===== src/rtl/tx_fifo_shifter.sv =====
// tx_fifo_shifter: a small transmit FIFO that feeds an output shift register (OSR).
// The OSR is loaded directly (mov_en), by an explicit pull from the FIFO head
// (pull_req), or by an automatic refill once enough bits have been shifted out.
// Define TX_FIFO_SHIFTER_AUTOPULL_EN to compile in the autopull refill logic;
// without it autopull and pull_thresh are ignored.
module tx_fifo_shifter #(
    parameter int  WIDTH = 32,
    parameter int  DEPTH = 4,
    localparam int CW    = $clog2(WIDTH) + 1,
    localparam int LW    = $clog2(DEPTH) + 1
) (
    input  logic             clk,
    input  logic             rst,
    input  logic [WIDTH-1:0] wr_data,
    input  logic             wr_en,
    input  logic [WIDTH-1:0] mov_in,
    input  logic             mov_en,
    input  logic             pull_req,
    input  logic             shift_en,
    input  logic             shiftdir,
    input  logic [CW-2:0]    shift_count,
    input  logic [CW-2:0]    pull_thresh,
    input  logic             autopull,
    output logic [WIDTH-1:0] data_out,
    output logic             stall,
    output logic             fifo_pulled,
    output logic             fifo_full,
    output logic             fifo_empty,
    output logic [LW-1:0]    fifo_level,
    output logic             overflow,
    output logic [CW-1:0]    output_shift_counter
);

    localparam int              PW         = $clog2(DEPTH);
    localparam logic [CW-1:0]   FULL_COUNT = CW'(WIDTH);
    localparam logic [LW-1:0]   DEPTH_L    = LW'(DEPTH);

    logic [WIDTH-1:0] fifo_mem [DEPTH];
    logic [PW-1:0]    wr_ptr;
    logic [PW-1:0]    rd_ptr;
    logic [WIDTH-1:0] osr;

    logic [CW-1:0]    shift_n;
    logic             auto_cond;
    logic             do_push;
    logic             do_pop;
    logic             do_load_mov;
    logic             do_shift;
    logic [WIDTH-1:0] shift_mask;
    logic [WIDTH-1:0] shift_out;
    logic [WIDTH-1:0] shift_osr;
    logic [CW:0]      count_sum;
    logic [CW-1:0]    count_next;

    assign fifo_full  = (fifo_level == DEPTH_L);
    assign fifo_empty = (fifo_level == '0);

    // A zero shift count means a full-width shift.
    assign shift_n = (shift_count == '0) ? FULL_COUNT : {1'b0, shift_count};

`ifdef TX_FIFO_SHIFTER_AUTOPULL_EN
    logic [CW-1:0] thresh_n;
    assign thresh_n  = (pull_thresh == '0) ? FULL_COUNT : {1'b0, pull_thresh};
    assign auto_cond = autopull && (output_shift_counter >= thresh_n);
`else
    logic unused_autopull;
    assign unused_autopull = autopull ^ (^pull_thresh);
    assign auto_cond       = 1'b0;
`endif

    // A push is refused whenever the FIFO is full, regardless of a same-cycle pop.
    assign do_push = wr_en && !fifo_full;

    // Per-cycle OSR arbitration: direct load, then pull, then autopull refill, then shift.
    always_comb begin
        stall       = 1'b0;
        do_load_mov = 1'b0;
        do_pop      = 1'b0;
        do_shift    = 1'b0;
        if (mov_en) begin
            do_load_mov = 1'b1;
        end else if (pull_req) begin
            if (fifo_empty) begin
                stall = 1'b1;
            end else begin
                do_pop = 1'b1;
            end
        end else if (auto_cond) begin
            stall  = shift_en;
            do_pop = !fifo_empty;
        end else if (shift_en) begin
            do_shift = 1'b1;
        end
    end

    // Shift datapath: extract n bits from the chosen end and advance the saturating counter.
    always_comb begin
        shift_mask = ~({WIDTH{1'b1}} << shift_n);
        if (shiftdir) begin
            shift_out = osr & shift_mask;
            shift_osr = osr >> shift_n;
        end else begin
            shift_out = osr >> (FULL_COUNT - shift_n);
            shift_osr = osr << shift_n;
        end
        count_sum  = {1'b0, output_shift_counter} + {1'b0, shift_n};
        count_next = (count_sum > {1'b0, FULL_COUNT}) ? FULL_COUNT : count_sum[CW-1:0];
    end

    // OSR, shifted output, consumed-bit counter and pop pulse.
    always_ff @(posedge clk or negedge rst) begin
        if (!rst) begin
            osr                  <= '0;
            data_out             <= '0;
            output_shift_counter <= FULL_COUNT;
            fifo_pulled          <= 1'b0;
        end else begin
            fifo_pulled <= do_pop;
            if (do_load_mov) begin
                osr                  <= mov_in;
                output_shift_counter <= '0;
            end else if (do_pop) begin
                osr                  <= fifo_mem[rd_ptr];
                output_shift_counter <= '0;
            end else if (do_shift) begin
                osr                  <= shift_osr;
                data_out             <= shift_out;
                output_shift_counter <= count_next;
            end
        end
    end

    // FIFO storage needs no reset; the pointers alone define what is valid.
    always_ff @(posedge clk) begin
        if (do_push) begin
            fifo_mem[wr_ptr] <= wr_data;
        end
    end

    // FIFO pointers, occupancy and sticky overflow flag.
    always_ff @(posedge clk or negedge rst) begin
        if (!rst) begin
            wr_ptr     <= '0;
            rd_ptr     <= '0;
            fifo_level <= '0;
            overflow   <= 1'b0;
        end else begin
            if (do_push) begin
                wr_ptr <= wr_ptr + 1'b1;
            end
            if (do_pop) begin
                rd_ptr <= rd_ptr + 1'b1;
            end
            case ({do_push, do_pop})
                2'b10:   fifo_level <= fifo_level + 1'b1;
                2'b01:   fifo_level <= fifo_level - 1'b1;
                default: fifo_level <= fifo_level;
            endcase
            if (wr_en && fifo_full) begin
                overflow <= 1'b1;
            end
        end
    end

endmodule

===== config.mk =====
export PLATFORM = sky130hd
export DESIGN_NAME = tx_fifo_shifter
export DESIGN_NICKNAME = d
export VERILOG_FILES = /design/src/rtl/tx_fifo_shifter.sv
export SDC_FILE = /design/constraint.sdc
export NUM_CORES = 1
export LEC_CHECK = 0
export CAP_MARGIN = 0
export CORE_MARGIN = 2
export CORE_UTILIZATION = 40
export DETAILED_ROUTE_END_ITERATION = 12
export RECOVER_POWER = 100
export SLEW_MARGIN = 20
export SYNTH_ARGS = -nofsm -noshare
export SYNTH_HDL_FRONTEND = slang
export SYNTH_SLANG_ARGS = --single-unit

===== constraint.sdc =====
create_clock -name clk -period 2.25 [get_ports clk]
set_input_delay 0.3375 -clock clk [delete_from_list [all_inputs] [get_ports clk]]
set_output_delay 0.3375 -clock clk [all_outputs]
set_load 0.05 [all_outputs]

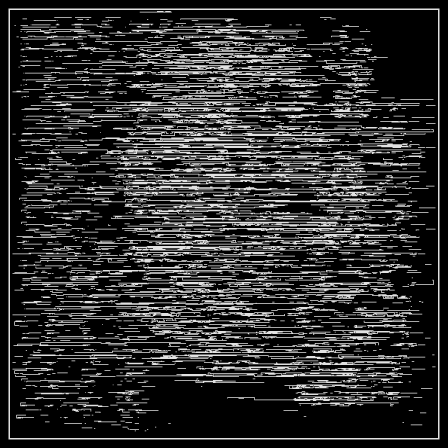
Fig. 1. M1 wires (run 1).
1618 nets have wire on it. The layer carries 23.0 mm of wire. The wires run mostly horizontal. The longest straight run is 70.6 um. The layer holds 39% of the routed length.
wirelength, routed: 58.9 mm
global-route track usage on met1: 40.1%

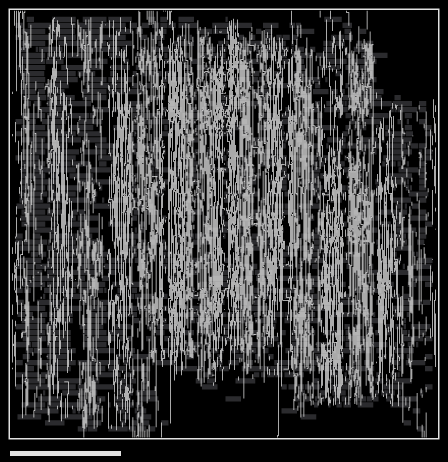
Fig. 2. The metal 2 layer (run 1).
Scale bar: 50 um.
1485 nets have wire on it. The layer carries 27.6 mm of wire. The longest straight run is 80.9 um. The layer holds 47% of the routed length.
vias after detailed routing: 13100
GR Util met2: 49.9%

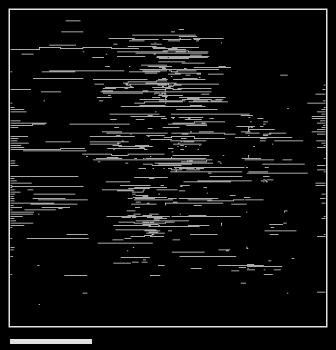
Fig. 3. Signal wires on met3 (run 1).
Scale bar: 50 um.
The longest straight run is 68.5 um. The layer carries 4890 um of wire. The wires run mostly horizontal. The layer holds 8.3% of the routed length.
fraction of met3 tracks used by global routing: 5.81%

==> notes.md, run 1 <==
Reports from this run.

- The run finished with clean final reports.
- Per the layout area report, the combinational gate area comes to ~0.0079 mm2.
- The combined flip-flop and latch cell area is approximately 0.0059 mm2.
- Setup repair after global routing could not meet its margin everywhere.
- The H-tree depth reads 1.
- The proportion of total power due to net switching is 39.3%.
- The destination of the critical timing path reads osr[18].
- The setup total negative slack reads 0 ns.
- The post-synthesis instance total is approximately 1300.
- For this run, the leading register cell type out of synthesis is sky130_fd_sc_hd__edfxtp_1.
- The script computed a power per unit cell area of ~970 mW/mm2.
- Multiplexer cells account for 25.8% of the synthesized area.
- The worst max-slew margin expressed relative to the limit is 25.0%.
- The routed design shows a via density per instance of just over 6.
- The number of antenna cells inserted reads 0.
- After floorplanning, the core was divided into between 60 and 70 placement rows.
- The share of the cycle needed by the critical path after routing reads roughly 100%.
- The critical path start-end classification reads reg2reg.
- The count of buffers added by post-CTS timing repair for setup reads 2.
- The dominant kind of cell by area is logic gates.
- The cell count after placement is 2077.
- The count of synthesis-stage warnings from yosys reads 0.
- The placement summary gives the final routability congestion estimate as approximately 1.0.
- The initial antenna violation count was 0.
- The clock-pin slew of the registers on the worst-case setup and hold paths reads around 0.060 ns.
- The highest-utilization routing layer at the global route stage is met2.
- The area reported by Yosys stat is 0.0143 mm2.
- The top metal layer carrying routed signals is met4.
- The synthesis-to-finish area growth is 36.9%.
- The insertion delay at the late pin of the worst-skew pair is roughly 0.57 ns.
- The most numerous cell on the critical path reads sky130_fd_sc_hd__buf_4.
- The core region is around 0.035 mm2.
- The total count of max-transition violations in the final report reads 0.
- In the Yosys stats the netlist draws on 83 distinct library cells.
- The slack of the worst reg-to-reg path reads around 0.0034 ns.
- The number of stages on the worst hold path reads 2.
- For the combinational group, total power comes out at between 9000 and 10000 uW.
==> run 1 -> run 2 <==
--- a/config.mk
+++ b/config.mk
@@ -14,3 +14,4 @@
 export SYNTH_ARGS = -nofsm -noshare
 export SYNTH_HDL_FRONTEND = slang
 export SYNTH_SLANG_ARGS = --single-unit
+export TNS_END_PERCENT = 100
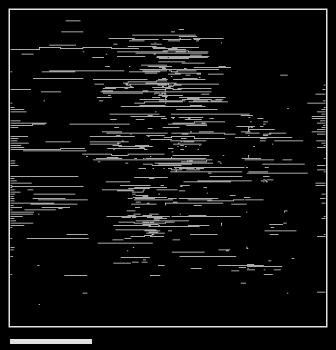
Fig. 4. Signal wires on met3 (run 2).
Scale bar: 50 um.
The longest straight run is 68.5 um. 308 nets have wire on it. The wires run mostly horizontal.

==> run 2 against run 1 <==
Net effect:
- highest routed layer unchanged
- largest cell class unchanged
- synthesized cell count stayed put
- sequential share of layout area stayed put
- flip-flop count stayed put
- critical path depth stayed put
- clock power hardly changed
- count of clock-buffer cells in the layout stayed put
- non-clock buffer count stayed put
- largest power group unchanged
- setup slack stayed put
==> notes.md, run 2 <==
Reports from this run.

- Outcome: completed (unchanged).
- The critical path start-end classification is reg2reg (unchanged).
- The most numerous cell on the critical path reads sky130_fd_sc_hd__buf_4 (unchanged).
- The number of DRC markers after the initial detailed-route iteration is 1325 (unchanged).
- The met3 wirelength from detailed routing reads 4.89 mm (unchanged).
- The combinational gate area is 0.00791 mm2 (unchanged).
- The power density over the cells reads 969 mW/mm2 (unchanged).
- The dominant register cell is sky130_fd_sc_hd__edfxtp_1 (unchanged).
- The post-place instance area came to 0.0186 mm2 (unchanged).
- The met1 demand-to-capacity share in global routing reads 40.1% (unchanged).
- The combinational power came to 9500 uW (about the same).
- The count of final setup violators was 0 (unchanged).
- The number of nets at floorplan is 1357 (unchanged).
- The post-synthesis instance total is 1261 (unchanged).
- The proportion of power drawn by flip-flops and latches came to 29.8% (about the same).
- The destination of the critical timing path was osr[18] (unchanged).
- The number of stages on the worst hold path is 2 (unchanged).
- The site row count is 69 (unchanged).
- The cell count after placement reads 2077 (unchanged).
- The total vias in the final route reads 13100 (unchanged).
- The time the worst path needs with I/O delays and setup is 2.25 ns (unchanged).
- The global routing met2 resource utilization reads 49.9% (unchanged).
- The launch instance of the worst register-to-register path is osr[28] (unchanged).
- The insertion delay at the late pin of the worst-skew pair is 0.57 ns (about the same).
- The share of the cycle needed by the critical path after routing is 99.8% (unchanged).
- The count of buffers added by post-CTS timing repair for setup is 2 (unchanged).
- Setup repair after global routing missed its margin: yes (unchanged).
- The number of different library cells in the post-synthesis netlist is 83 (unchanged).
- The share of the synthesized area in the top cell type reads 26.8% (unchanged).
- The count of synthesis-stage warnings from yosys reads 0 (unchanged).
- The family with the most delay on the worst path was multiplexers (unchanged).
- The starting utilization of the core area is 40.5% (unchanged).
- The number of CTS-inserted buffers is 24 (unchanged).
- The highest-utilization routing layer at the global route stage is met2 (unchanged).
- The global placement routability congestion reads 1.04 (unchanged).
- The number of flip-flops and latches is 207 (unchanged).
- The hold violation count in the final report is 0 (unchanged).
- The number of global-route vias before repair reads 13300 (unchanged).
- The minimum setup slack after placement came to -0.454 ns (unchanged).
- The launch point of the worst hold path is wr_en (unchanged).
- The fraction of standard cell area in multi-input logic is 40.3% (unchanged).
- The placeable core region reads 0.0354 mm2 (unchanged).
- The dominant kind of cell by area was logic gates (unchanged).
- The total count of max-transition violations in the final report is 0 (unchanged).
- The length of the first detailed-routing pass in iterations is 6 (unchanged).
- The setup total negative slack reads 0 ns (unchanged).
- The combined flip-flop and latch cell area is 0.00585 mm2 (unchanged).
- The number of I/O pins is 128 (unchanged).
- The number of non-clock buffers reads 506 (unchanged).
- The post-cts hold-fix buffer tally reads 1 (unchanged).
- The initial antenna violation count is 0 (unchanged).
- The register ranked first by flip-flop count is fifo_mem (unchanged).
- The overall die height is 193 um (unchanged).
- The area reported by Yosys stat is 0.0143 mm2 (unchanged).
- The synthesis-to-finish area growth reads 36.9% (unchanged).
- The share of synthesized area spent on multiplexers is 25.8% (unchanged).
- The slack of the worst reg-to-reg path reads 0.003 ns (about the same).
- The total of cells resized after clock tree synthesis is 35 (unchanged).
- The proportion of total power due to net switching was 39.3% (unchanged).
- The clock-pin slew of the registers on the worst-case setup and hold paths is 0.06 ns (about the same).
- The worst max-slew margin expressed relative to the limit came to 25.0% (unchanged).
- The H-tree depth is 1 (unchanged).
- The worst clock skew on the final layout is 0.0207 ns (unchanged).
- The met3 track demand over resource in global routing is 5.81% (unchanged).
- The end-of-flow core utilization reads 55.4% (unchanged).
- The share of final layout cell area taken by clock buffers and inverters reads 3.89% (unchanged).
- The total routed wirelength reads 58.9 mm (unchanged).
- The number of antenna-violating nets in the routed design is 0 (unchanged).
- The number of antenna cells inserted reads 0 (unchanged).
- The top metal layer carrying routed signals reads met4 (unchanged).
- The number of warnings in the stage logs reads 39 (unchanged).
- The per-cell via count in the routed design is 6.14 (unchanged).
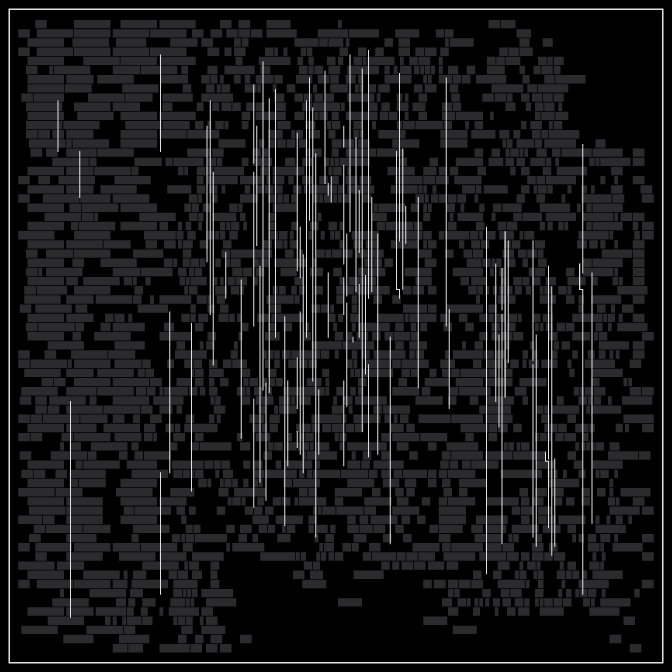
Fig. 5. M4 wires (run 2).
63 nets have wire on it. The layer carries 3460 um of wire. The wires run mostly vertical.

Fig. 6: run 2, M1 wires
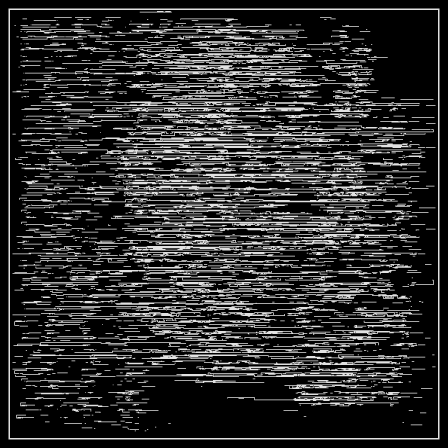

==> run 2 -> run 3 <==
--- a/config.mk
+++ b/config.mk
@@ -6,10 +6,14 @@
 export NUM_CORES = 1
 export LEC_CHECK = 0
 export CAP_MARGIN = 0
+export CELL_PAD_IN_SITES_DETAIL_PLACEMENT = 0
+export CELL_PAD_IN_SITES_GLOBAL_PLACEMENT = 1
 export CORE_MARGIN = 2
 export CORE_UTILIZATION = 40
 export DETAILED_ROUTE_END_ITERATION = 12
+export PLACE_DENSITY_LB_ADDON = 0.1
 export RECOVER_POWER = 100
+export SKIP_CTS_REPAIR_TIMING = 1
 export SLEW_MARGIN = 20
 export SYNTH_ARGS = -nofsm -noshare
 export SYNTH_HDL_FRONTEND = slang
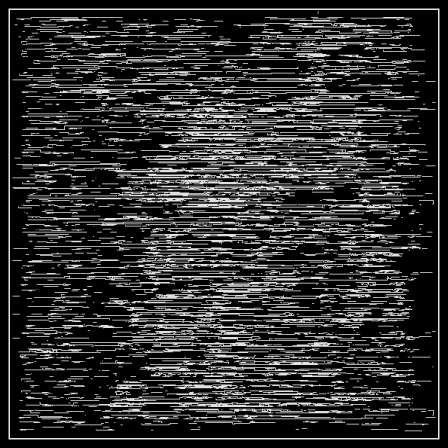
Fig. 7. M1 wires (run 3).
1629 nets have wire on it. The layer carries 23.5 mm of wire.
wirelength, routed: 59.3 mm
global-route track usage on met1: 40.4%
vias after detailed routing: 13000

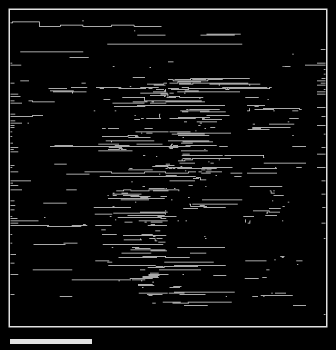
Fig. 8. Signal wires on met3 (run 3).
Scale bar: 50 um.
266 nets have wire on it. The layer holds 6.7% of the routed length. The longest straight run is 85.6 um. The wires run mostly horizontal. The layer carries 3990 um of wire.
fraction of met3 tracks used by global routing: 4.38%

==> run 3 against run 2 <==
Net effect:
- count of clock-buffer cells in the layout down 2
- critical path depth is the same
- hold slack better by 0.0058 ns
- final cell count increased by 0.23%
- via count fell by 0.79%
- sequential share of layout area down 0.075 points
- non-clock buffer count rose by 5
- sequential power barely moved
- die area unchanged
- wire length is 0.67% higher
- flip-flop count unchanged
- setup slack gained 0.0023 ns
- largest cell class unchanged
- largest power group unchanged
==> notes.md, run 3 <==
Reports from this run.

- Outcome: completed (unchanged).
- The most numerous cell on the critical path reads sky130_fd_sc_hd__buf_4 (unchanged).
- The number of different library cells in the post-synthesis netlist reads 83 (unchanged).
- The time the worst path needs with I/O delays and setup was 2.24 ns (was 2.25 ns).
- The number of well taps came to 461 (unchanged).
- The power drawn by the clock network is 3980 uW (was 3840 uW).
- The highest-utilization routing layer at the global route stage reads met2 (unchanged).
- The end-of-flow core utilization came to 55.5% (was 55.4%).
- The launch point of the worst hold path reads wr_en (unchanged).
- The slack of the worst reg-to-reg path was 0.006 ns (was 0.003 ns).
- The total sequential power reads 5630 uW (was 5660 uW).
- The dominant kind of cell by area reads logic gates (unchanged).
- The starting utilization of the core area was 40.5% (unchanged).
- The half-perimeter wire length of the detailed placement result came to 46.0 mm (was 45.2 mm).
- The setup total negative slack is 0 ns (unchanged).
- The top metal layer carrying routed signals reads met4 (unchanged).
- The initial antenna violation count was 0 (unchanged).
- The share of synthesized area spent on multiplexers reads 25.8% (unchanged).
- The global placement routability congestion is 0.976 (was 1.04).
- The met3 wirelength from detailed routing was 3.99 mm (was 4.89 mm).
- The count of synthesis-stage warnings from yosys is 0 (unchanged).
- The post-synthesis cell type with the largest combined area was sky130_fd_sc_hd__edfxtp_1 (unchanged).
- The clock-pin slew of the registers on the worst-case setup and hold paths is 0.07 ns (was 0.06 ns).
- The hold violation count in the final report is 0 (unchanged).
- The length of the first detailed-routing pass in iterations was 5 (was 6).
- The insertion delay at the late pin of the worst-skew pair is 0.56 ns (was 0.57 ns).
- The placeable core region is 0.0354 mm2 (unchanged).
- The number of CTS-inserted buffers is 24 (unchanged).
- The peak supply drop was 0.000748 V (was 0.000768 V).
- The average size of a mapped cell is 11.4 um2 (unchanged).
- The H-tree depth is 1 (unchanged).
- The combinational power reads 9470 uW (was 9500 uW).
- The number of stages on the worst hold path is 2 (unchanged).
- The worst-case reg-to-reg path depth is 7 (unchanged).
- The synthesis-to-finish area growth was 37.2% (was 36.9%).
- The share of the synthesized area in the top cell type is 26.8% (unchanged).
- The launch instance of the worst register-to-register path is osr[29] (was osr[28]).
- The overall chip area is 0.0373 mm2 (unchanged).
- The number of nets at floorplan came to 1357 (unchanged).
- The per-cell via count in the routed design reads 6.07 (was 6.14).
- Setup repair after global routing missed its margin: yes (unchanged).
- The number of flip-flops and latches is 207 (unchanged).
- The post-synthesis instance total is 1261 (unchanged).
- The total count of max-transition violations in the final report reads 0 (unchanged).
- The number of I/O pins is 128 (unchanged).
- The area reported by Yosys stat was 0.0143 mm2 (unchanged).
- The proportion of power drawn by flip-flops and latches reads 29.5% (was 29.8%).
- The minimum setup slack after placement is -0.455 ns (was -0.454 ns).
- The site row count came to 69 (unchanged).
- Most common library cells after synthesis: 129 x sky130_fd_sc_hd__nand2_1, 128 x sky130_fd_sc_hd__edfxtp_1, 117 x sky130_fd_sc_hd__nor2_1 (unchanged).
- The leakage power summed over all cells is 0.00773 uW (was 0.00771 uW).
- The share of the cycle needed by the critical path after routing is 99.7% (was 99.8%).
- The dominant register cell was sky130_fd_sc_hd__edfxtp_1 (unchanged).
- The number of antenna-violating nets in the routed design reads 0 (unchanged).
- The share of final layout cell area taken by clock buffers and inverters was 4.04% (was 3.89%).
- The combined flip-flop and latch cell area is 0.00585 mm2 (about the same).
- The global routing met2 resource utilization was 51.6% (was 49.9%).
- The overall die height was 193 um (unchanged).
- The number of warnings in the stage logs is 39 (unchanged).
- The dominant non-sequential cell family after synthesis is multiplexers (unchanged).
- The number of global-route vias before repair is 13400 (was 13300).
- The cell count after placement is 2089 (was 2077).
- The worst clock skew on the final layout is 0.0232 ns (was 0.0207 ns).
- The worst max-slew margin expressed relative to the limit reads 5.55% (was 25.0%).
- The proportion of total power due to net switching was 38.2% (was 39.3%).
- The number of DRC markers after the initial detailed-route iteration is 1168 (was 1325).
- The count of final setup violators reads 0 (unchanged).
- The fraction of standard cell area in multi-input logic came to 40.0% (was 40.3%).
- The routed length on met1 reads 23.5 mm (was 23.0 mm).
- The register ranked first by flip-flop count is fifo_mem (unchanged).
- The power density over the cells is 971 mW/mm2 (was 969 mW/mm2).
- The number of antenna cells inserted was 0 (unchanged).
- The destination of the critical timing path reads osr[7] (was osr[18]).
- The top cell type by instance count after synthesis is sky130_fd_sc_hd__nand2_1 (unchanged).
Power and IR drop assume default switching activity.
